==> run_1/layer_met2.png <==
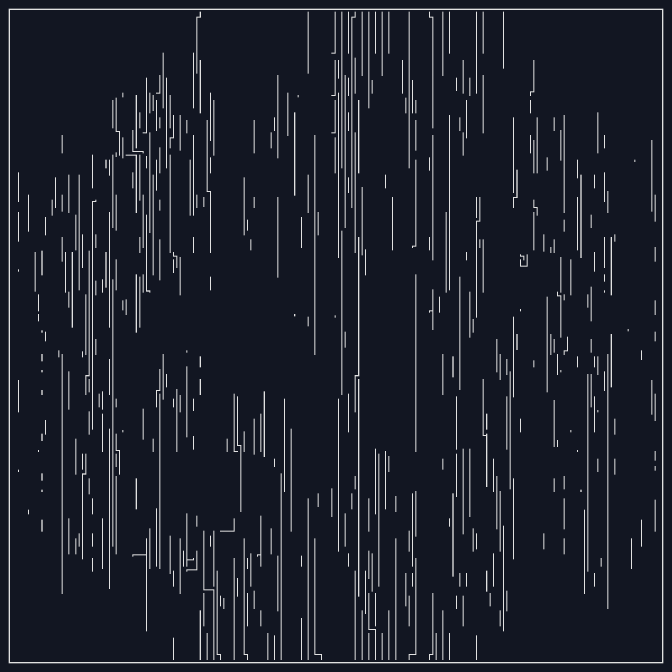
==> run_1/wires.png <==
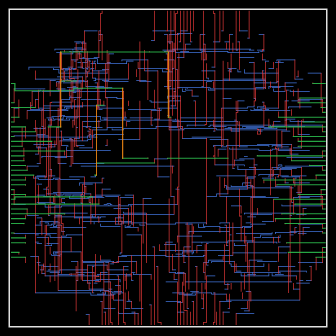
==> run_1/congestion.png <==
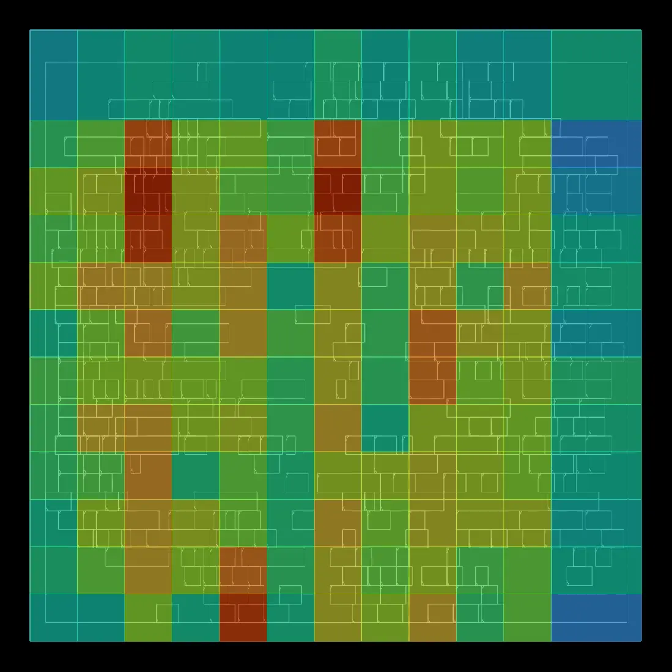
--- src/rtl/mux32_arb_if.sv ---
`default_nettype none
`timescale 1ns/1ps
// +----------------------------------------------------------------------+
// | mux32_arb_if : two-source / one-sink beat channel bundle for the     |
// |                packet round-robin arbiter.                           |
// | Revision     : 1.0                                                   |
// +----------------------------------------------------------------------+
interface mux32_arb_if #(
    parameter int WIDTH = 32
);
    logic             in0_valid;
    logic [WIDTH-1:0] in0_data;
    logic             in0_last;
    logic             in0_ready;
    logic             in1_valid;
    logic [WIDTH-1:0] in1_data;
    logic             in1_last;
    logic             in1_ready;
    logic             out_valid;
    logic [WIDTH-1:0] out_data;
    logic             out_last;
    logic             out_ready;
    logic             sel;
    logic             busy;

    modport master (
        output in0_valid, in0_data, in0_last,
        input  in0_ready,
        output in1_valid, in1_data, in1_last,
        input  in1_ready,
        input  out_valid, out_data, out_last,
        output out_ready,
        input  sel, busy
    );

    modport slave (
        input  in0_valid, in0_data, in0_last,
        output in0_ready,
        input  in1_valid, in1_data, in1_last,
        output in1_ready,
        output out_valid, out_data, out_last,
        input  out_ready,
        output sel, busy
    );
endinterface
`default_nettype wire

--- src/rtl/mux32_arb.sv ---
`default_nettype none
`timescale 1ns/1ps
// +----------------------------------------------------------------------+
// | mux32_arb : packet-level round-robin arbiter sharing one registered  |
// |             32-bit result channel between two sources.               |
// | Revision  : 1.0                                                      |
// +----------------------------------------------------------------------+
module mux32_arb #(
    parameter int WIDTH = 32
) (
    input  wire logic   clk,
    input  wire logic   reset_n,
    mux32_arb_if.slave  bus
);
    typedef enum logic [1:0] {
        S_IDLE  = 2'd0,
        S_BUSY0 = 2'd1,
        S_BUSY1 = 2'd2
    } state_t;

    state_t           r_state;
    logic             r_last_grant;
    logic             r_out_valid;
    logic             r_out_last;
    logic [WIDTH-1:0] r_out_data;

    logic             w_sel;
    logic             w_busy;
    logic             w_space;
    logic             w_mux_valid;
    logic             w_mux_last;
    logic             w_load;
    logic [WIDTH-1:0] w_mux_data;

    assign w_sel   = (r_state == S_BUSY1);
    assign w_busy  = (r_state != S_IDLE);
    assign w_space = !r_out_valid || bus.out_ready;

    // Bit-level AND-OR selection, matching the shared gate-level 2:1 mux.
    generate
        for (genvar i = 0; i < WIDTH; i++) begin : g_mux
            assign w_mux_data[i] = (bus.in0_data[i] & ~w_sel) | (bus.in1_data[i] & w_sel);
        end
    endgenerate

    assign w_mux_valid = w_sel ? bus.in1_valid : bus.in0_valid;
    assign w_mux_last  = w_sel ? bus.in1_last  : bus.in0_last;
    assign w_load      = w_busy && w_mux_valid && w_space;

    assign bus.in0_ready = (r_state == S_BUSY0) && w_space;
    assign bus.in1_ready = (r_state == S_BUSY1) && w_space;
    assign bus.out_valid = r_out_valid;
    assign bus.out_data  = r_out_data;
    assign bus.out_last  = r_out_last;
    assign bus.sel       = w_sel;
    assign bus.busy      = w_busy;

    always_ff @(posedge clk or negedge reset_n) begin
        if (!reset_n) begin
            r_state      <= S_IDLE;
            r_last_grant <= 1'b1;
            r_out_valid  <= 1'b0;
            r_out_data   <= '0;
            r_out_last   <= 1'b0;
        end else begin
            case (r_state)
                S_IDLE: begin
                    // On a tie the source that did not finish last wins.
                    if (bus.in0_valid && bus.in1_valid)
                        r_state <= r_last_grant ? S_BUSY0 : S_BUSY1;
                    else if (bus.in0_valid)
                        r_state <= S_BUSY0;
                    else if (bus.in1_valid)
                        r_state <= S_BUSY1;
                end
                S_BUSY0, S_BUSY1: begin
                    if (w_load && w_mux_last) begin
                        r_state      <= S_IDLE;
                        r_last_grant <= w_sel;
                    end
                end
                default: r_state <= S_IDLE;
            endcase

            if (w_load) begin
                r_out_valid <= 1'b1;
                r_out_data  <= w_mux_data;
                r_out_last  <= w_mux_last;
            end else if (bus.out_ready) begin
                r_out_valid <= 1'b0;
            end
        end
    end
endmodule
`default_nettype wire
--- src/flat_wrapper.sv ---
// flat-port wrapper written by rule: the top's interface ports become plain ports
module mux32_arb_flat 
#(
    parameter int WIDTH = 32
)
  (clk, reset_n, bus_in0_valid, bus_in0_data, bus_in0_last, bus_in0_ready, bus_in1_valid, bus_in1_data, bus_in1_last, bus_in1_ready, bus_out_valid, bus_out_data, bus_out_last, bus_out_ready, bus_sel, bus_busy);
  mux32_arb_if #(.WIDTH(WIDTH)) bus_i ();
  input  wire logic clk;
  input  wire logic reset_n;
  input wire logic [$bits(bus_i.in0_valid)-1:0] bus_in0_valid;
  input wire logic [$bits(bus_i.in0_data)-1:0] bus_in0_data;
  input wire logic [$bits(bus_i.in0_last)-1:0] bus_in0_last;
  output wire logic [$bits(bus_i.in0_ready)-1:0] bus_in0_ready;
  input wire logic [$bits(bus_i.in1_valid)-1:0] bus_in1_valid;
  input wire logic [$bits(bus_i.in1_data)-1:0] bus_in1_data;
  input wire logic [$bits(bus_i.in1_last)-1:0] bus_in1_last;
  output wire logic [$bits(bus_i.in1_ready)-1:0] bus_in1_ready;
  output wire logic [$bits(bus_i.out_valid)-1:0] bus_out_valid;
  output wire logic [$bits(bus_i.out_data)-1:0] bus_out_data;
  output wire logic [$bits(bus_i.out_last)-1:0] bus_out_last;
  input wire logic [$bits(bus_i.out_ready)-1:0] bus_out_ready;
  output wire logic [$bits(bus_i.sel)-1:0] bus_sel;
  output wire logic [$bits(bus_i.busy)-1:0] bus_busy;
  assign bus_i.in0_valid = bus_in0_valid;
  assign bus_i.in0_data = bus_in0_data;
  assign bus_i.in0_last = bus_in0_last;
  assign bus_in0_ready = bus_i.in0_ready;
  assign bus_i.in1_valid = bus_in1_valid;
  assign bus_i.in1_data = bus_in1_data;
  assign bus_i.in1_last = bus_in1_last;
  assign bus_in1_ready = bus_i.in1_ready;
  assign bus_out_valid = bus_i.out_valid;
  assign bus_out_data = bus_i.out_data;
  assign bus_out_last = bus_i.out_last;
  assign bus_i.out_ready = bus_out_ready;
  assign bus_sel = bus_i.sel;
  assign bus_busy = bus_i.busy;
  mux32_arb #(.WIDTH(WIDTH)) u_core (.clk(clk), .reset_n(reset_n), .bus(bus_i));
endmodule
--- config.mk ---
export PLATFORM = sky130hd
export DESIGN_NAME = mux32_arb_flat
export DESIGN_NICKNAME = d
export VERILOG_FILES = /design/src/rtl/mux32_arb_if.sv /design/src/rtl/mux32_arb.sv /design/src/flat_wrapper.sv
export SDC_FILE = /design/constraint.sdc
export NUM_CORES = 1
export LEC_CHECK = 0
export ABC_AREA = 1
export CAP_MARGIN = 15
export CORE_MARGIN = 2
export CORE_UTILIZATION = 28
export DETAILED_ROUTE_END_ITERATION = 10
export GPL_TIMING_DRIVEN = 0
export PLACE_DENSITY = 0.62
export SETUP_SLACK_MARGIN = 0.5
export SLEW_MARGIN = 10
export SYNTH_ARGS = -nofsm -noshare
export SYNTH_HDL_FRONTEND = slang
export SYNTH_SLANG_ARGS = --single-unit
export TNS_END_PERCENT = 5
--- constraint.sdc ---
create_clock -name clk -period 2.13 [get_ports clk]
set_input_delay 0.5325 -clock clk [delete_from_list [all_inputs] [get_ports clk]]
set_output_delay 0.5325 -clock clk [all_outputs]
set_load 0.05 [all_outputs]
==> results.txt, run 1 <==
Notes on the flow run.

- The run finished with clean final reports.
- The area added between synthesis and finish is 70.6%, for reference.
- The detail route stage leaves a number of antenna-violating nets equal to 0.
- The final report lists the setup-violating endpoint count as 0.
- On the critical path, the stage with the largest delay is an instance of sky130_fd_sc_hd__dfrtp_1.
- The leading cell type in the layout, fill and taps excluded is sky130_fd_sc_hd__clkdlybuf4s50_1, for reference.
- The global router's overall resource usage is 0.150, for reference.
- The critical path startpoint category is a flop, for reference.
- The layout summary lists the proportion of cells stronger than drive strength 1 as 0.340.
- Dividing the final minimum period by the clock period gives 0.902.
- The post-cts hold-fix buffer tally is 0, for reference.
- The instance tally after logic synthesis is 222, for reference.
- The worst setup path category is reg2out, for reference.
- The aoi/oai-family share of the synthesized area is 0.210, for reference.
- After detailed placement, the design holds a cell count of 427.
- The number of design-rule violations left by the first detailed-router iteration is 39, for reference.
- After routing, the total negative slack on setup checks comes to 0 ns.
- The number of synthesis warnings is 0, for reference.
- The routed layout has 1941 vias.
- The number of warning messages in the logs is 31, for reference.
- The proportion of power drawn by combinational gates is 0.702, for reference.
- The count of standard-cell rows is 30, for reference.
- The signal on the critical path passes through inv_2, ha_4, buf_8, inv_8, clkbuf_16, nor2_4, buf_8.
- Setup repair after global routing could not meet its margin everywhere.
- The script parses the final routing iteration and logs DRC violations as 0.
- Of the total synthesized cell area, the portion taken by AND, OR, NAND and NOR gates is 0.239.
- The final estimated routing congestion in global placement is 0.853, for reference.
- The via count of the first global-routing pass is 1915, for reference.
- The setup clock skew after layout is 0.00450 ns, for reference.
- The clock latency at the later pin of the worst-skew pair is 0.29 ns, for reference.
- The total of fill cells in the finished design is 686, for reference.
- The slew check shows that the tightest pin keeps a relative margin of 0.656.
- The adder-cell share of the synthesized area is 0.0185, for reference.
- VDD sags by at most 0.710 mV.
- Per the post-synthesis stats, the area per cell is 9.12 sq um.
- Entering global routing, the biggest net connects 35 pins.
- In the layout the commonest cells are sky130_fd_sc_hd__clkdlybuf4s50_1 (68), sky130_fd_sc_hd__dfrtp_1 (36), sky130_fd_sc_hd__dlygate4sd2_1 (35).
- The final critical delay including setup and external delays is 1.92 ns, for reference.
- Once synthesis finished, the tally of register bits stood at 37.
- The die is 89.0 um tall.
- The biggest combinational cell group after synthesis is simple AND/OR/NAND/NOR gates, for reference.
- On the worst path, the slowest cell contributes a delay of 0.39 ns.
- The final worst-path setup slack is 0.209 ns, for reference.
- The critical path contains buffers and inverters numbering 5 combined.
- The power per unit of standard cell area is 1710 nW/um^2, for reference.
- The cell type group with the largest total delay on the critical path is buffers and inverters, for reference.
- The worst-case register-to-register setup slack is 0.33 ns, for reference.
- The clock tree synthesis step divided the H-tree into 2 levels.
- The global-route wire length before repair is 9180 um, for reference.
- The worst setup path startpoint is u_core.r_state[0]$_DFFE_PN0P_, for reference.
- The endpoint of the worst register-to-register path is u_core.bus.out_data[10]$_DFFE_PN0P_, for reference.
- Per the post-synthesis report, the nets total 296.
- In the post-route report, total wirelength is listed as 5660 um.
- The data required time at the worst endpoint is 1.60 ns, for reference.
- The switching portion of total power comes to 0.524.
- In the final routed layout, each cell accounts on average for 12.8 um.
- The clock buffer count from CTS is 5, for reference.
- The initial antenna violation count is 0, for reference.
- According to the CTS report, the clock sink count is 37.
- The overall overflow remaining after global route is 0, for reference.
- At the floorplan stage, the core utilization is reported as 0.293.
- The number of max-cap violations is 0, for reference.
- The highest fanout seen on the critical path is 2, for reference.
- The net count of the finished layout is 421.
- The die is 89.0 um wide.
- The sequential share of power is 0.215, for reference.
- The detailed-route vias per instance is 4.38, for reference.
- The power report lists cell-internal power as 2.80 mW.
- The area of the die is 7930 sq um, for reference.
- The number of antenna diodes is 0, for reference.
- The placeable core region is 6910 sq um, for reference.
- On the critical path the data arrives at 1.39 ns.
- The clock tree from TritonCTS is done, for reference.
- In the synthesis report, Yosys lists the chip area as 2020 sq um.
- The endpoint type of the worst setup path is a primary output, for reference.
- The worst hold path class is in2async, for reference.
- Timing would allow up to 0.521 GHz.
- Of the total synthesized cell area, the portion taken by XOR and XNOR cells is 0.
- The iteration count recorded for the first detailed-route pass is 4.
- The depth of the worst register-to-register path is 11, for reference.
- For reference, the mux area share after synthesis is 0.
- CTS placed an instance of sky130_fd_sc_hd__clkbuf_8 at the clock tree root.
- No sink is reached through more buffers than the 2 on the longest clock path.
- The number of cell instances after yosys synthesis is 222, for reference.
- The final instance count without filler cells is 443, for reference.
- The number of unique standard cell types used by synthesis is 21, for reference.
- The count of buffers added on input and output ports is 108.
- In this run the cell area of the synthesized design comes to 2020 sq um.
- Per the final report, max-transition violations number 0.
- The detailed-placement wirelength estimate is 4160 um, for reference.
- Per the post-CTS timing run, clock transition at the registers of the reported paths is 0.07 ns.
- The slew of the pin with the lowest slew margin is 0.518 ns, for reference.
- The part of the Yosys area used for sequential elements is 0.458, for reference.
- The worst hold margin is 0.0488 ns, for reference.
- The boundary pin count is 109, for reference.
- Summed over all nets, the switching power comes to 3.08 mW.
- At the placement stage, the worst setup path has a slack of -0.567 ns.
- The analysis attributes to cell leakage a power of 1.55 nW.
- The worst reg2reg path startpoint is u_core.r_state[1]$_DFFE_PN0P_, for reference.
- The share of total power in the clock network is 0.084, for reference.
- The most numerous cell type found on the critical path is sky130_fd_sc_hd__buf_8.
- Counting endpoints that fail hold in the final report gives 0.
-- layer_met2.png (at the start) --
nets with wire on the layer: 343
wire length on this layer: 2560 um
main direction: vertical
share of all routed wire: 45%
longest straight run: 36.4 um

-- wires.png (at the start) --
| layer | colour | wire length |
|---|---|---|
| metal 1 | blue | 2490 um |
| metal 3 | green | 532 um |
| metal 4 | orange | 78.9 um |
| metal 2 | red | 2560 um |

-- congestion.png (at the start) --
met3 capacity usage during global routing: 0.0517
post-layout utilization of the core: 0.500
met2 demand-to-capacity share in global routing: 0.250

## run 1: power groups by stage
stage | Combinational [mW] | Sequential [mW] | Clock (mW)
6_report | 4.13 | 1.26 | 0.494
4_1_cts | 4.14 | 1.27 | 0.506
2_1_floorplan | 1.76 | 2.38 | 0
3_3_place_gp | 4.08 | 1.28 | 0
5_1_grt | 4.49 | 1.31 | 0.541
3_5_place_dp | 4.10 | 1.29 | 0
## run 1: what timing repair did
item	CTS	global route
gates resized	71	9
pin swaps	4	2
setup endpoints to repair	71	74
buffers inserted	8	1
## run 1: layer usage
layer  vias up  global-route usage  routed length (um)
met5         -                   0                   0
met3         9              0.0517                 532
met4         0              0.0353                  78
li1        973                   -                   -
met1       883               0.190                2490
met2        76               0.250                2560
## run 1: synth_stat cells
master / count / area, sq um
sky130_fd_sc_hd__nand4_1: 2 / 12.5
sky130_fd_sc_hd__inv_2: 1 / 3.75
sky130_fd_sc_hd__buf_6: 7 / 78.8
sky130_fd_sc_hd__o21ai_2: 23 / 201
sky130_fd_sc_hd__inv_1: 9 / 33.8
sky130_fd_sc_hd__nand3_1: 3 / 15.0
sky130_fd_sc_hd__clkbuf_1: 6 / 22.5
sky130_fd_sc_hd__nor2_1: 3 / 11.3
sky130_fd_sc_hd__dfrtp_1: 36 / 901
sky130_fd_sc_hd__or2_2: 32 / 200
sky130_fd_sc_hd__and2_1: 1 / 6.26
sky130_fd_sc_hd__ha_1: 3 / 37.5
sky130_fd_sc_hd__nor2_4: 1 / 11.3
sky130_fd_sc_hd__inv_4: 1 / 6.26
sky130_fd_sc_hd__nand2_2: 19 / 119
sky130_fd_sc_hd__o21ai_0: 34 / 170
sky130_fd_sc_hd__o21ai_1: 9 / 45.0
sky130_fd_sc_hd__a21oi_2: 1 / 8.76
sky130_fd_sc_hd__nand2_1: 29 / 109
sky130_fd_sc_hd__clkbuf_2: 1 / 5.00
sky130_fd_sc_hd__dfstp_2: 1 / 26.3
## run 1: worst max path at each step
stage / to / cells past startpoint
after floorplan: bus_in1_ready / 6
after global placement: bus_in1_ready / 6
after detailed placement: bus_in1_ready / 6
after CTS: bus_in1_ready / 7
after global routing: bus_in1_ready / 7
final: bus_in1_ready / 7
## run 1: area by class of cell
| class | count | area [sq um] | share of cell area |
|---|---|---|---|
| timing repair buffer | 118 | 1140 | 0.329 |
| clock buffer | 7 | 86.3 | 0.0250 |
| tap | 96 | 120 | 0.0348 |
| buffer | 14 | 135 | 0.0391 |
| inverter | 11 | 51.3 | 0.0149 |
| sequential | 37 | 927 | 0.268 |
| multi-input combinational | 160 | 997 | 0.289 |
## run 1: per-stage QoR
step / area, sq um / total power, mW
after global routing: 3450 / 6.33
after detailed placement: 3270 / 5.39
after CTS: 3430 / 5.91
after global placement: 3260 / 5.36
after floorplan: 2060 / 4.14
final: 3450 / 5.89
## run 1: flip-flops by register name, indices dropped and copies added, names as in the netlist
register and flops:
u_core.r_last_grant 1, u_core.bus.out_last 1, u_core.bus.out_valid 1, u_core.r_state 2, u_core.bus.out_data 32
--- run 2 (diff from run 1) ---
- CORE_MARGIN: 2 -> 3
- CTS_CLUSTER_DIAMETER: unset -> 30
==> run 2 against run 1 <==
  * Cell count is 1.4% higher
  * Worst hold slack improved by 0.16 ns
  * Sequential power about the same
  * Sequential share of layout area fell by 0.34 points
  * Highest routed layer unchanged
==> results.txt, run 2 <==
Notes on the flow run.

- The area of the die is 8290 sq um (was 7930 sq um), for reference.
- The floorplan utilization is 0.293 (unchanged), for reference.
- The part of the Yosys area used for sequential elements is 0.458 (unchanged), for reference.
- The endpoint of the worst register-to-register path is u_core.bus.out_data[8]$_DFFE_PN0P_ (was u_core.bus.out_data[10]$_DFFE_PN0P_), for reference.
- Outcome: finished clean (unchanged).
- The number of unique standard cell types used by synthesis is 21 (unchanged), for reference.
- The overall overflow remaining after global route was 0 (unchanged).
- The post-route total power is 5.95 mW (was 5.89 mW), for reference.
- The count of standard-cell rows is 30 (unchanged), for reference.
- The slew of the pin with the lowest slew margin is 0.536 ns (was 0.518 ns).
- The fraction of synthesized cell area in xor and xnor cells is 0 (unchanged).
- The clock buffer count from CTS is 5 (unchanged).
- The net total in the final layout is 426 (was 421), for reference.
- The number of buffers on the longest clock path is 2 (unchanged).
- The via count of the first global-routing pass is 1938 (was 1915), for reference.
- The worst hold path class was in2async (unchanged).
- The fmax is 0.518 GHz (was 0.521 GHz), for reference.
- The basic-gate share of the synthesized area counting and, or, nand and nor cells was 0.239 (unchanged).
- The clock tree from TritonCTS was done (unchanged).
- The total of fill cells in the finished design is 691 (was 686), for reference.
- The final critical delay including setup and external delays is 1.93 ns (was 1.92 ns), for reference.
- The share of the clock period used by the worst path after layout came to 0.907 (was 0.902).
- The worst setup path category is reg2out (unchanged), for reference.
- The share of flip-flops with an asynchronous set or reset after synthesis was 1.00 (unchanged).
- The instance tally after logic synthesis came to 222 (unchanged).
- The setup TNS is 0 ns (unchanged), for reference.
- The detailed-placement wirelength estimate was 4380 um (was 4160 um).
- The overall die width is 91.0 um (was 89.0 um), for reference.
- The detailed-route vias per instance is 4.33 (was 4.38).
- The number of flip-flops in the largest register came to 32 (unchanged).
- The flip-flop and latch count after synthesis is 37 (unchanged), for reference.
- The post-synthesis average cell area was 9.12 sq um (unchanged).
- The number of warning messages in the logs came to 31 (unchanged).
- The worst-case register-to-register setup slack is 0.34 ns (was 0.33 ns).
- The total non-filler cell area in the finished layout came to 3500 sq um (was 3450 sq um).
- The root buffer selected by CTS is sky130_fd_sc_hd__clkbuf_8 (unchanged).
- The area added between synthesis and finish is 72.7% (was 70.6%).
- The largest net degree at the start of global routing came to 20 (was 35).
- The area of the mapped netlist came to 2020 sq um (unchanged).
- The worst reg2reg path startpoint was u_core.r_state[1]$_DFFE_PN0P_ (unchanged).
- The worst slew margin relative to its limit came to 0.644 (was 0.656).
- The total via count in the routed design came to 1945 (was 1941).
- The leading cell type in the layout, fill and taps excluded is sky130_fd_sc_hd__clkdlybuf4s50_1 (unchanged).
- The number of failing setup endpoints in the final timing report is 0 (unchanged), for reference.
- The number of synthesis warnings is 0 (unchanged).
- The global-route wire length before repair is 9830 um (was 9180 um).
- The library cell with the largest summed area after synthesis was sky130_fd_sc_hd__dfrtp_1 (unchanged).
- The remaining design rule violation count is 0 (unchanged).
- The clock transition at the registers of the reported paths is 0.07 ns (about the same), for reference.
- The number of cell instances after yosys synthesis was 222 (unchanged).
- The proportion of layout cells with a drive suffix above 1 is 0.351 (was 0.340), for reference.
- The biggest combinational cell group after synthesis is simple AND/OR/NAND/NOR gates (unchanged), for reference.
- The instance area at placement is 3280 sq um (was 3270 sq um), for reference.
- The critical path startpoint category is a flop (unchanged).
- The overall die height is 91.0 um (was 89.0 um), for reference.
- The number of design-rule violations left by the first detailed-router iteration is 57 (was 39), for reference.
- The final estimated routing congestion in global placement is 0.753 (was 0.853), for reference.
- The data required time at the worst endpoint is 1.60 ns (about the same), for reference.
- The adder-cell share of the synthesized area is 0.0185 (unchanged), for reference.
- The most instantiated flip-flop cell in the synthesis netlist is sky130_fd_sc_hd__dfrtp_1 (unchanged).
- The chip area in the Yosys report came to 2020 sq um (unchanged).
- The signal arrival time at the worst endpoint is 1.40 ns (was 1.39 ns), for reference.
- The aoi/oai-family share of the synthesized area is 0.210 (unchanged), for reference.
run 2: worst max path at each step:
| stage | to | cells after the start | from | slack [ns] |
|---|---|---|---|---|
| floorplan | bus_in1_ready | 6 | u_core.r_state[0]$_DFFE_PN0P_ | 0.30 |
| global placement | bus_in1_ready | 6 | bus_out_ready | -0.59 |
| detailed placement | bus_in1_ready | 6 | bus_out_ready | -0.58 |
| CTS | bus_in1_ready | 7 | u_core.r_state[0]$_DFFE_PN0P_ | 0.17 |
| global route | bus_in1_ready | 7 | u_core.r_state[0]$_DFFE_PN0P_ | 0.13 |
| finish | bus_in1_ready | 7 | u_core.r_state[0]$_DFFE_PN0P_ | 0.20 |
run 2: worst max-delay path, stage by stage (launching register included):
cell,delay [ns]
sky130_fd_sc_hd__dfrtp_1,0.39
sky130_fd_sc_hd__inv_2,0.08
sky130_fd_sc_hd__ha_4,0.13
sky130_fd_sc_hd__buf_8,0.10
sky130_fd_sc_hd__inv_8,0.03
sky130_fd_sc_hd__clkbuf_16,0.13
sky130_fd_sc_hd__nor2_4,0.09
sky130_fd_sc_hd__buf_8,0.15
run 2: layer usage:
metal  up-vias  wire length, um  track usage  part of all wire
met2        76             2750        0.230              0.47
met4         0               67       0.0440             0.011
met1       875             2510        0.194              0.43
li1        986                -            -                 -
met5         -                0            0                 0
met3         8              551       0.0514             0.094
run 2: cell type report:
class / count / area [sq um] / area share
buffer: 14 / 135 / 0.0386
clock buffer: 8 / 90.1 / 0.0258
inverter: 11 / 53.8 / 0.0154
multi-input combinational: 160 / 1000 / 0.286
sequential: 37 / 927 / 0.265
tap: 96 / 120 / 0.0343
timing repair buffer: 123 / 1170 / 0.335
run 2: report_power, final:
| group | switching [mW] | internal (mW) | leakage (nW) |
|---|---|---|---|
| sequential | 0.190 | 1.07 | 0.454 |
| clock | 0.238 | 0.264 | 0.0455 |
| combinational | 2.68 | 1.52 | 1.07 |
run 2: metrics by stage:
step,setup WS [ns],hold slack (ns),cells
finish,0.198,0.211,449
global route,0.133,0.238,449
CTS,0.165,0.219,446
detailed placement,-0.578,0.467,427
global placement,-0.586,0.466,426
floorplan,0.301,0.237,222
run 2: cells by family after synthesis:
group	after synthesis
flops	37
simple gates	90
compound gates	67
fa+ha+maj	3
buf+inv	25
run 2: what timing repair did:
| action | in CTS | in global routing |
|---|---|---|
| gates resized | 73 | 5 |
| hold buffers | 0 | 0 |
| setup buffers | 11 | 3 |
| setup endpoints to repair | 71 | 74 |
| pin swaps | 3 | 3 |
==> run_2/layer_met2.png <==
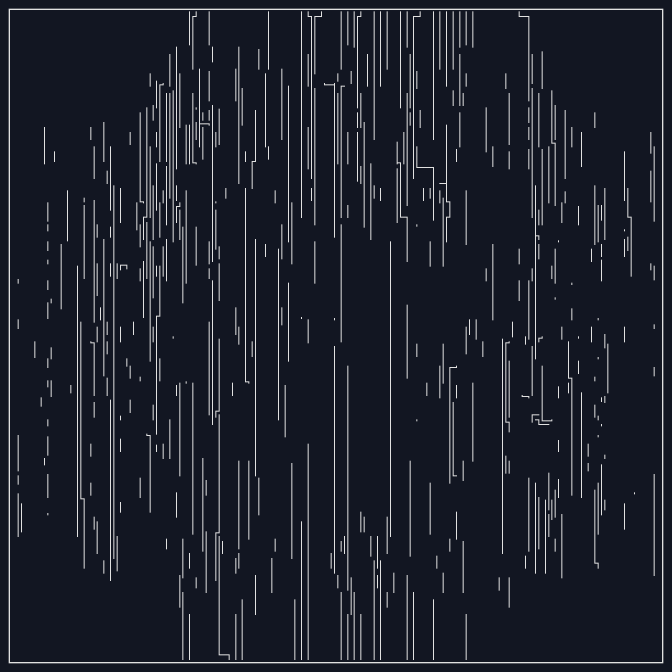
main direction: vertical
nets with wire on the layer: 339
wire length on this layer: 2750 um
longest straight run: 52.0 um
share of all routed wire: 47%

==> run_2/congestion.png <==
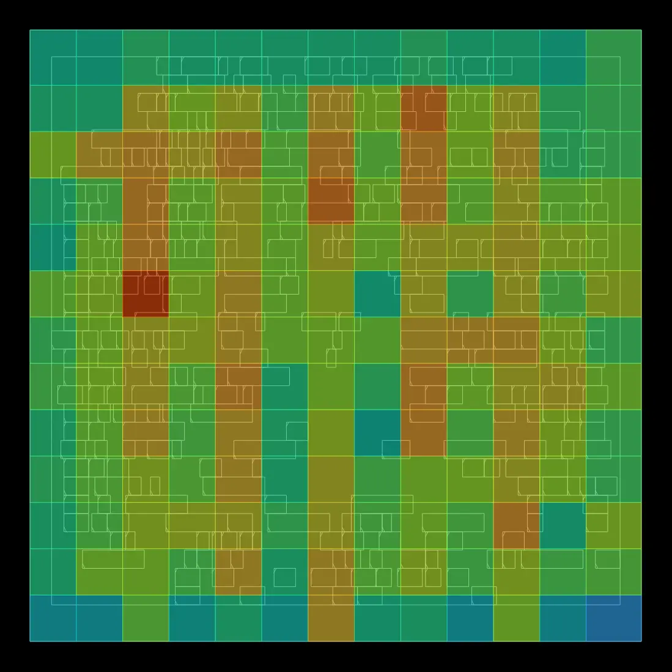
met1 Usage GRT: 0.194
busiest layer in global routing: met2
total global-route track usage: 0.148
wire length per cell: 13.1 um
post-layout utilization of the core: 0.506

--- run 3 (diff from run 2) ---
- CORE_ASPECT_RATIO: unset -> 0.9
- PLACE_DENSITY: 0.62 -> unset
- PLACE_DENSITY_LB_ADDON: unset -> 0.25
==> run 3 against run 2 <==
  * Total power decreased by 0.17%
  * Register-to-register slack about the same
  * Worst hold slack got worse by 0.014 ns
  * Die size about the same
  * Via count decreased by 1.3%
  * Utilization increased by 0.62 points
  * Largest power group unchanged
  * Synthesized cell count unchanged
  * Sequential share of layout area increased by 0.10 points
  * Routed wire length increased by 0.34%
  * Critical path depth unchanged
  * Cell area decreased by 0.39%
  * Global-route usage decreased by 0.69 points
==> results.txt, run 3 <==
Notes on the flow run.

- The post-route total power was 5.94 mW (was 5.95 mW).
- The fraction of synthesized cell area in xor and xnor cells is 0 (unchanged), for reference.
- The final estimated routing congestion in global placement is 0.778 (was 0.753), for reference.
- The highest fanout seen on the critical path is 2 (unchanged).
- The clock latency at the later pin of the worst-skew pair is 0.28 ns (about the same), for reference.
- The number of cell instances after yosys synthesis came to 222 (unchanged).
- The number of unique standard cell types used by synthesis is 21 (unchanged), for reference.
- The most instantiated flip-flop cell in the synthesis netlist is sky130_fd_sc_hd__dfrtp_1 (unchanged).
- The area of the mapped netlist is 2020 sq um (unchanged), for reference.
- The count of pins over their slew limit came to 0 (unchanged).
- The setup clock skew after layout is 0.00570 ns (was 0.00311 ns), for reference.
- The total nets after synthesis is 296 (unchanged), for reference.
- The remaining design rule violation count was 0 (unchanged).
- The number of max-cap violations is 0 (unchanged), for reference.
- The hold violation count in the final report is 0 (unchanged), for reference.
- The library cell with the largest summed area after synthesis is sky130_fd_sc_hd__dfrtp_1 (unchanged).
- The core occupancy in the finished layout came to 0.513 (was 0.506).
- The flip-flop and latch count after synthesis is 37 (unchanged), for reference.
- The clock tree from TritonCTS is done (unchanged), for reference.
- The critical path startpoint category is a flop (unchanged).
- The number of I/O port buffers is 108 (unchanged), for reference.
- The clock transition at the registers of the reported paths is 0.07 ns (about the same), for reference.
- The clock net sink count is 37 (unchanged), for reference.
- The detailed-route vias per instance is 4.36 (was 4.33), for reference.
- The aoi/oai-family share of the synthesized area is 0.210 (unchanged).
- The share of the clock period used by the worst path after layout was 0.899 (was 0.907).
- The area added between synthesis and finish is 72.1% (was 72.7%), for reference.
- The worst setup path startpoint is u_core.r_state[0]$_DFFE_PN0P_ (unchanged), for reference.
- The worst reg2reg path startpoint is u_core.r_state[1]$_DFFE_PN0P_ (unchanged), for reference.
- The final worst-path setup slack was 0.215 ns (was 0.198 ns).
- The number of buffers on the longest clock path is 2 (unchanged), for reference.
- The worst slew margin relative to its limit is 0.653 (was 0.644).
- Most frequent cells after synthesis: sky130_fd_sc_hd__dfrtp_1 (36), sky130_fd_sc_hd__o21ai_0 (34), sky130_fd_sc_hd__or2_2 (32) (unchanged).
- The part of the Yosys area used for sequential elements is 0.458 (unchanged).
- The biggest combinational cell group after synthesis is simple AND/OR/NAND/NOR gates (unchanged), for reference.
- The number of antenna diodes is 0 (unchanged).
- The total via count in the routed design was 1920 (was 1945).
- The placeable core region came to 6800 sq um (was 6910 sq um).
- The floorplan utilization came to 0.298 (was 0.293).
- The worst hold margin is 0.196 ns (was 0.211 ns).
- The chip area in the Yosys report came to 2020 sq um (unchanged).
- The boundary pin count is 109 (unchanged), for reference.
- Unrepaired setup endpoints after global routing: true (unchanged).
- The global router's overall resource usage was 0.141 (was 0.148).
- The setup TNS is 0 ns (unchanged).
- The post-cts hold-fix buffer tally came to 0 (unchanged).
- The endpoint type of the worst setup path is a primary output (unchanged), for reference.
- The share of flip-flops with an asynchronous set or reset after synthesis is 1.00 (unchanged), for reference.
- The number of enable-type register cells in the synthesized netlist is 0 (unchanged).
- The post-synthesis average cell area is 9.12 sq um (unchanged), for reference.
- The cell total after placement is 421 (was 427), for reference.
- The adder-cell share of the synthesized area came to 0.0185 (unchanged).
- The global-route wire length before repair is 9110 um (was 9830 um), for reference.
- The share of the synthesized area in the top cell type is 0.445 (unchanged), for reference.
- The overall die width was 95.6 um (was 91.0 um).
- Top cells by area: sky130_fd_sc_hd__dfrtp_1 (44%), sky130_fd_sc_hd__o21ai_2 (10%), sky130_fd_sc_hd__or2_2 (9.9%) (unchanged).
- The detailed-placement wirelength estimate is 4330 um (was 4380 um), for reference.
- The most frequently used cell type in the post-synthesis netlist is sky130_fd_sc_hd__dfrtp_1 (unchanged), for reference.
- The remaining antenna violation count after routing was 0 (unchanged).
- The net total in the final layout is 424 (was 426), for reference.
- The initial antenna violation count is 0 (unchanged), for reference.
- The H-tree depth came to 2 (unchanged).
- Outcome: finished clean (unchanged).
- The fmax came to 0.522 GHz (was 0.518 GHz).
- The number of warning messages in the logs came to 31 (unchanged).
- The final routed wirelength across all metal layers is 5890 um (was 5870 um), for reference.
- The number of design-rule violations left by the first detailed-router iteration is 30 (was 57), for reference.
- The basic-gate share of the synthesized area counting and, or, nand and nor cells is 0.239 (unchanged).
- The count of standard-cell rows is 28 (was 30), for reference.
- The proportion of layout cells with a drive suffix above 1 is 0.349 (was 0.351), for reference.
- The overall die height is 86.7 um (was 91.0 um), for reference.
- The root buffer selected by CTS is sky130_fd_sc_hd__clkbuf_8 (unchanged), for reference.
- The final instance count without filler cells is 440 (was 449), for reference.
- The worst hold path class was in2async (unchanged).
- The area of the die is 8290 sq um (about the same), for reference.
- The overall overflow remaining after global route is 0 (unchanged), for reference.
- The signal arrival time at the worst endpoint is 1.38 ns (was 1.40 ns), for reference.
- The leading cell type in the layout, fill and taps excluded was sky130_fd_sc_hd__clkdlybuf4s50_1 (unchanged).
- The total non-filler cell area in the finished layout is 3480 sq um (was 3500 sq um), for reference.
- Top Layout Cells: sky130_fd_sc_hd__clkdlybuf4s50_1 (68), sky130_fd_sc_hd__dfrtp_1 (36), sky130_fd_sc_hd__dlygate4sd2_1 (35) (unchanged).
- The slew of the pin with the lowest slew margin came to 0.523 ns (was 0.536 ns).
- The instance area at placement came to 3270 sq um (was 3280 sq um).
- The clock buffer count from CTS came to 5 (unchanged).
- The share of cell area taken by muxes after synthesis is 0 (unchanged).
- The power per unit of standard cell area is 1710 nW/um^2 (was 1700 nW/um^2), for reference.
- The number of failing setup endpoints in the final timing report is 0 (unchanged), for reference.
- The number of flip-flops in the largest register is 32 (unchanged), for reference.
- The instance tally after logic synthesis came to 222 (unchanged).
- The largest net degree at the start of global routing is 21 (was 20), for reference.
- The final critical delay including setup and external delays is 1.92 ns (was 1.93 ns), for reference.
- The worst setup path category is reg2out (unchanged).
- The number of synthesis warnings is 0 (unchanged), for reference.
- The data required time at the worst endpoint came to 1.60 ns (about the same).
- The final routed wire length divided by cell count is 13.4 um (was 13.1 um), for reference.
- The pre-CTS worst setup slack came to -0.577 ns (was -0.578 ns).
- The reported leakage power came to 1.57 nW (about the same).
- The via count of the first global-routing pass was 1898 (was 1938).
- The worst ir drop on vdd is 0.599 mV (was 0.801 mV), for reference.
- The number of detailed-route iterations in the first pass is 4 (unchanged), for reference.
[run 3: cell types whose count changed in the layout (fill, tap and decap cells not counted)]
cell	delta
sky130_fd_sc_hd__buf_4	-3
sky130_fd_sc_hd__buf_12	+1
sky130_fd_sc_hd__buf_2	-1
sky130_fd_sc_hd__buf_6	+2
sky130_fd_sc_hd__buf_8	-1
sky130_fd_sc_hd__inv_2	+1
sky130_fd_sc_hd__clkbuf_1	-1
sky130_fd_sc_hd__inv_4	-1
[run 3: kinds of logic after synthesis]
group / count (synthesis)
simple gates: 90
compound gates: 67
flops: 37
buf+inv: 25
fa+ha+maj: 3
[run 3: layout make-up]
| type | instances | area, sq um |
|---|---|---|
| Buffer | 14 | 140 |
| Clock buffer | 7 | 86.3 |
| Fill cell | 661 | 3310 |
| Inverter | 11 | 51.3 |
| Multi-Input combinational cell | 160 | 1000 |
| Sequential cell | 37 | 927 |
| Tap cell | 90 | 113 |
| Timing Repair Buffer | 121 | 1170 |
[run 3: per-layer routing]
metal	share of wire	GRT usage	wire length, um	up-vias
met5	0	0	0	-
met4	0.0071	0.0375	42	0
met3	0.094	0.0477	551	5
met2	0.45	0.229	2660	72
met1	0.45	0.180	2640	867
li1	-	-	-	976
[run 3: what timing repair did]
action	CTS	global route
endpoints found under the setup margin	70	74
setup buffers	9	3
pin swaps	2	4
gates resized	73	9
[run 3: final timing paths]
kind,slack [ns],endpoint,depth (start not counted)
min in group clk,0.47,u_core.bus.out_last$_DFFE_PN0P_,2
max reg2reg,0.33,u_core.bus.out_data[20]$_DFFE_PN0P_,11
max in group asynchronous,1.39,u_core.r_last_grant$_DFFE_PN1P_,2
max,0.21,bus_in1_ready,7
min reg2reg,0.47,u_core.bus.out_last$_DFFE_PN0P_,2
min,0.20,u_core.bus.out_data[18]$_DFFE_PN0P_,1
[run 3: power breakdown]
group / switching (mW) / internal (mW)
Combinational: 2.66 / 1.53
Sequential: 0.195 / 1.07
Clock: 0.236 / 0.257
Total: 3.09 / 2.85
[run 3: critical path: stages (launching register included)]
cell	delay, ns
sky130_fd_sc_hd__dfrtp_1	0.39
sky130_fd_sc_hd__inv_2	0.08
sky130_fd_sc_hd__ha_4	0.13
sky130_fd_sc_hd__buf_8	0.11
sky130_fd_sc_hd__inv_8	0.03
sky130_fd_sc_hd__clkbuf_16	0.13
sky130_fd_sc_hd__nor2_4	0.07
sky130_fd_sc_hd__buf_6	0.16
==> run_3/cell_density.png <==
The die is cut into 10 by 9 equal tiles; white is low, dark blue is high, 0 to 100% covered.
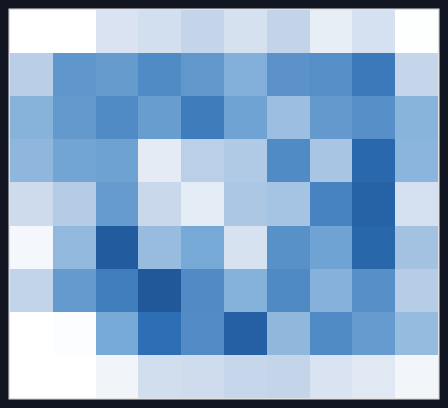
nearly empty tiles: 7.8%
mean over tiles: 41%
fullest tile: 84%
tiles over 75% full: 6.7%
emptiest ninth of the die: lower left

==> run_3/layer_met2.png <==
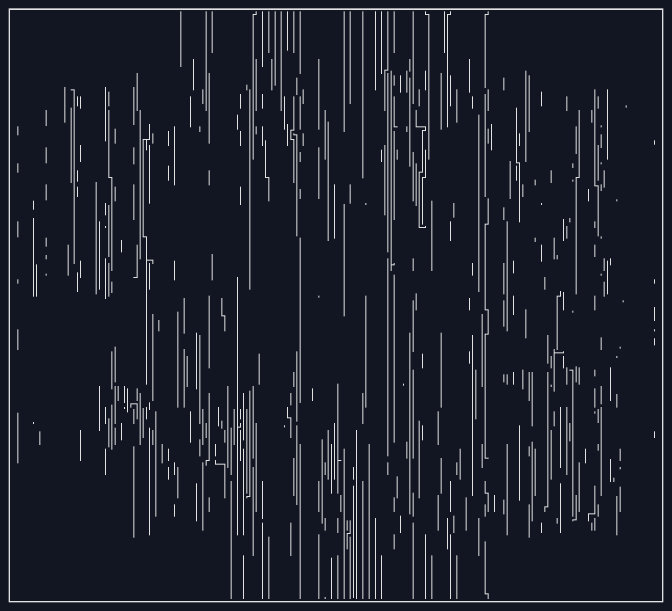
share of all routed wire: 45%
main direction: vertical
wire length on this layer: 2660 um

Power is estimated from default activity; no workload was simulated.
